<file path="config.mk">
export PLATFORM = sky130hd
export DESIGN_NAME = instr_encoder
export DESIGN_NICKNAME = d
export VERILOG_FILES = /design/src/rtl/instr_encoder.sv
export SDC_FILE = /design/constraint.sdc
export NUM_CORES = 1
export LEC_CHECK = 0
export CAP_MARGIN = 30
export CORE_ASPECT_RATIO = 1.5
export CORE_MARGIN = 2
export CORE_UTILIZATION = 48
export CTS_CLUSTER_DIAMETER = 100
export DETAILED_ROUTE_END_ITERATION = 10
export GPL_TIMING_DRIVEN = 0
export PLACE_DENSITY = 0.9
export SLEW_MARGIN = 20
export SYNTH_ARGS = -nofsm -noshare
export SYNTH_HDL_FRONTEND = slang
export SYNTH_SLANG_ARGS = --single-unit
</file>
<file path="constraint.sdc">
create_clock -name clk -period 2.8 [get_ports clk]
set_clock_uncertainty 0.2 [all_clocks]
set_input_delay 0.56 -clock clk [delete_from_list [all_inputs] [get_ports clk]]
set_output_delay 0.56 -clock clk [all_outputs]
set_load 0.03 [all_outputs]
</file>
<file path="src/rtl/instr_encoder.sv">
// instr_encoder: streaming RV32I encoder for add/or/sll/andi/bne/sh/lh.
// Symbolic requests come in over a valid/ready handshake. Each legal request
// leaves as a 32-bit word tagged with a sequential instruction-memory address.
// Build option INSTR_ENC_SKID_EN: when defined, output staging is a 2-entry
// skid buffer with a registered in_ready. When undefined, staging is a single
// output register and in_ready is a combinational pass-through.
module instr_encoder #(
    parameter logic [31:0] BASE_ADDR = 32'h0000_0000,
    parameter int          ADDR_W    = 32
) (
    input  logic              clk,
    input  logic              reset,
    input  logic              in_valid,
    output logic              in_ready,
    input  logic [2:0]        in_op,
    input  logic [4:0]        in_rd,
    input  logic [4:0]        in_rs1,
    input  logic [4:0]        in_rs2,
    input  logic [12:0]       in_imm,
    output logic              out_valid,
    input  logic              out_ready,
    output logic [31:0]       out_instr,
    output logic [ADDR_W-1:0] out_addr,
    output logic              err,
    output logic [15:0]       word_count
);

    localparam logic [ADDR_W-1:0] L_BASE = ADDR_W'(BASE_ADDR);

    localparam logic [2:0] OP_ADD  = 3'd0;
    localparam logic [2:0] OP_OR   = 3'd1;
    localparam logic [2:0] OP_SLL  = 3'd2;
    localparam logic [2:0] OP_ANDI = 3'd3;
    localparam logic [2:0] OP_BNE  = 3'd4;
    localparam logic [2:0] OP_SH   = 3'd5;
    localparam logic [2:0] OP_LH   = 3'd6;
    localparam logic [2:0] OP_ILL  = 3'd7;

    logic [31:0]       w_enc;
    logic              w_legal;
    logic              w_in_xfer;
    logic              w_push;
    logic              w_pop;
    logic [ADDR_W-1:0] r_pc;
    logic              r_err;
    logic [15:0]       r_word_count;

    // Combinational encoding of the request currently presented on in_*.
    always_comb begin
        w_enc = '0;
        case (in_op)
            OP_ADD:  w_enc = {7'b0, in_rs2, in_rs1, 3'b000, in_rd, 7'b0110011};
            OP_OR:   w_enc = {7'b0, in_rs2, in_rs1, 3'b110, in_rd, 7'b0110011};
            OP_SLL:  w_enc = {7'b0, in_rs2, in_rs1, 3'b001, in_rd, 7'b0110011};
            OP_ANDI: w_enc = {in_imm[11:0], in_rs1, 3'b111, in_rd, 7'b0010011};
            OP_BNE:  w_enc = {in_imm[12], in_imm[10:5], in_rs2, in_rs1, 3'b001,
                              in_imm[4:1], in_imm[11], 7'b1100011};
            OP_SH:   w_enc = {in_imm[11:5], in_rs2, in_rs1, 3'b001, in_imm[4:0], 7'b0100011};
            OP_LH:   w_enc = {in_imm[11:0], in_rs1, 3'b001, in_rd, 7'b0000011};
            default: w_enc = '0;
        endcase
    end

    // Illegal ops and odd branch offsets are consumed but never staged.
    assign w_legal   = (in_op != OP_ILL) && !((in_op == OP_BNE) && in_imm[0]);
    assign w_in_xfer = in_valid && in_ready;
    assign w_push    = w_in_xfer && w_legal;
    assign w_pop     = out_valid && out_ready;

    // Address counter advances only for words that will actually be emitted.
    always_ff @(posedge clk) begin
        if (reset) begin
            r_pc <= L_BASE;
        end else if (w_push) begin
            r_pc <= r_pc + ADDR_W'(4);
        end
    end

    // Sticky error flag, cleared only by reset.
    always_ff @(posedge clk) begin
        if (reset) begin
            r_err <= 1'b0;
        end else if (w_in_xfer && !w_legal) begin
            r_err <= 1'b1;
        end
    end

    // Count of output-side transfers; wraps naturally at 16 bits.
    always_ff @(posedge clk) begin
        if (reset) begin
            r_word_count <= '0;
        end else if (w_pop) begin
            r_word_count <= r_word_count + 16'd1;
        end
    end

    assign err        = r_err;
    assign word_count = r_word_count;

`ifdef INSTR_ENC_SKID_EN
    // Entry 0 is the head and drives the outputs; entry 1 only fills when the
    // head is blocked. in_ready is registered from the next occupancy so it
    // never depends combinationally on out_ready.
    logic [1:0]        r_count;
    logic [1:0]        w_count_nxt;
    logic              r_in_ready;
    logic [31:0]       r_instr0;
    logic [31:0]       r_instr1;
    logic [ADDR_W-1:0] r_addr0;
    logic [ADDR_W-1:0] r_addr1;

    // Next occupancy of the skid buffer.
    always_comb begin
        w_count_nxt = r_count;
        if (w_push && !w_pop) begin
            w_count_nxt = r_count + 2'd1;
        end else if (!w_push && w_pop) begin
            w_count_nxt = r_count - 2'd1;
        end
    end

    // Occupancy, registered ready, and FIFO data movement.
    always_ff @(posedge clk) begin
        if (reset) begin
            r_count    <= '0;
            r_in_ready <= 1'b1;
            r_instr0   <= '0;
            r_addr0    <= L_BASE;
            r_instr1   <= '0;
            r_addr1    <= L_BASE;
        end else begin
            r_count    <= w_count_nxt;
            r_in_ready <= (w_count_nxt != 2'd2);
            if (w_pop) begin
                if (r_count == 2'd2) begin
                    r_instr0 <= r_instr1;
                    r_addr0  <= r_addr1;
                    if (w_push) begin
                        r_instr1 <= w_enc;
                        r_addr1  <= r_pc;
                    end
                end else if (w_push) begin
                    r_instr0 <= w_enc;
                    r_addr0  <= r_pc;
                end
            end else if (w_push) begin
                if (r_count == 2'd0) begin
                    r_instr0 <= w_enc;
                    r_addr0  <= r_pc;
                end else begin
                    r_instr1 <= w_enc;
                    r_addr1  <= r_pc;
                end
            end
        end
    end

    assign in_ready  = r_in_ready;
    assign out_valid = (r_count != 2'd0);
    assign out_instr = r_instr0;
    assign out_addr  = r_addr0;
`else
    // Single output register; a new word may replace the old one in the same
    // cycle the consumer takes it.
    logic              r_valid;
    logic [31:0]       r_instr;
    logic [ADDR_W-1:0] r_addr;

    // Output register load on accept, clear when drained with nothing behind it.
    always_ff @(posedge clk) begin
        if (reset) begin
            r_valid <= 1'b0;
            r_instr <= '0;
            r_addr  <= L_BASE;
        end else if (w_push) begin
            r_valid <= 1'b1;
            r_instr <= w_enc;
            r_addr  <= r_pc;
        end else if (w_pop) begin
            r_valid <= 1'b0;
        end
    end

    assign in_ready  = !r_valid || out_ready;
    assign out_valid = r_valid;
    assign out_instr = r_instr;
    assign out_addr  = r_addr;
`endif

endmodule

</file>
Fig. 1: the metal 2 layer
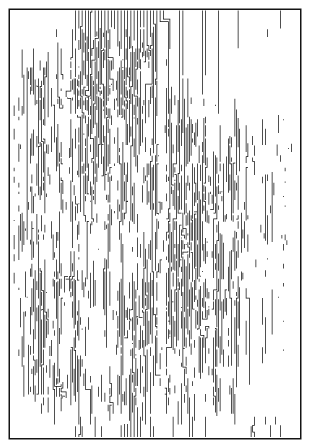
main direction: vertical
nets with wire on the layer: 617
share of all routed wire: 53%
wire length on this layer: 6340 um
Via Count: 4358
final wirelength: 12000 um

Fig. 2: cells colored by class
Scale bar: 20 um. Fill, decap, tap and diode cells in gray.
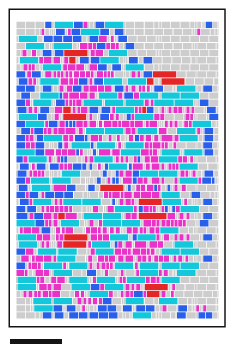
legend:
  all other logic:
    color: magenta
    cells: 398
  other buffers and delay cells:
    color: blue
    cells: 154
  clock drivers and dummy loads:
    color: red
    cells: 16
  flip-flops:
    color: cyan
    cells: 106

==> deck_impl_summary.md <==
Key Metrics from the Run

Outcome
  – Outcome: finished clean

Critical path
  – Crit-path cells: nand4_1 > or4_4 > or4_1 > buf_2 > or4_1 > a21oi_1
  – Largest stage delay on the critical path: 510 ps
  – R2R Path End: r_pc[28]
  – Cell family with most CP delay: simple AND/OR/NAND/NOR gates
  – Worst path most repeated cell: or4_1

Synth
  – Dominant flop cell: dfxtp_1
  – Synth area leaders: dfxtp_1, nand2_1, a21oi_1
  – Synthesized area: 0.00440 mm^2
  – Yosys top cell by area: dfxtp_1

Final layout
  – FFs & Latches: between 100 and 150
  – Commonest Layout Cell: clkdlybuf4s50_1
  – Layout inverter count without the clock tree: 8
  – Comb/total area: 0.349
  – Most common logic cells in the final layout: clkdlybuf4s50_1, dfxtp_1, nand2_1
  – Final cell count without fillers: around 800

Worst hold path
  – Hold Path Class: flip-flop to flip-flop
  – Hold_sp: out_addr[5]

Floorplan
  – Num ports: 118
  – Fp util: 0.496

Place
  – Placed cell count: 766
  – Post-DP HPWL: 8790 um

Clock network
  – Hold_buf cts: 0
  – Htree depth: 3
  – Post CTS Setup Buffer Count: 3
  – Root buf cell: clkbuf_16

Timing
  – Period utilization: 0.984
  – Final min period: 2750 ps
  – Max frequency: 363 MHz

Power and ir drop
  – Sw frac: 0.258
  – Internal power: 2.42 mW
  – Clock share of power: 0.394

GRT
  – Vias in the first global route: 4254
  – First-pass GRT wire length: 19500 um

Drt
  – Iter 0 DRT Violations: 292
  – DR vias/cell: roughly 5.6
  – Post-route antenna net violation count: 0
logic make-up after synthesis:
| family | after synthesis | synth area share |
|---|---|---|
| simple gates | 250 | 0.265 |
| mux | 1 | 0.00256 |
| buf+inv | 49 | 0.0475 |
| flops | 106 | 0.482 |
| fa+ha+maj | 2 | 0.00568 |
| xor+xnor | 31 | 0.0617 |
| compound gates | 102 | 0.134 |
| other cells | 1 | 0.000852 |
state kept, by name (all words and copies together) (netlist names):
| register | count |
|---|---|
| out_valid | 1 |
| r_pc | 30 |
| word_count | 16 |
| out_instr | 28 |
| err | 1 |
| out_addr | 30 |
layer usage:
layer	GRT usage	share of wire
met5	0	0
met4	0.126	0.033
met2	0.429	0.53
met3	0.0640	0.061
met1	0.275	0.38
Power figures rest on the tool's default switching activity, not on a simulated workload.
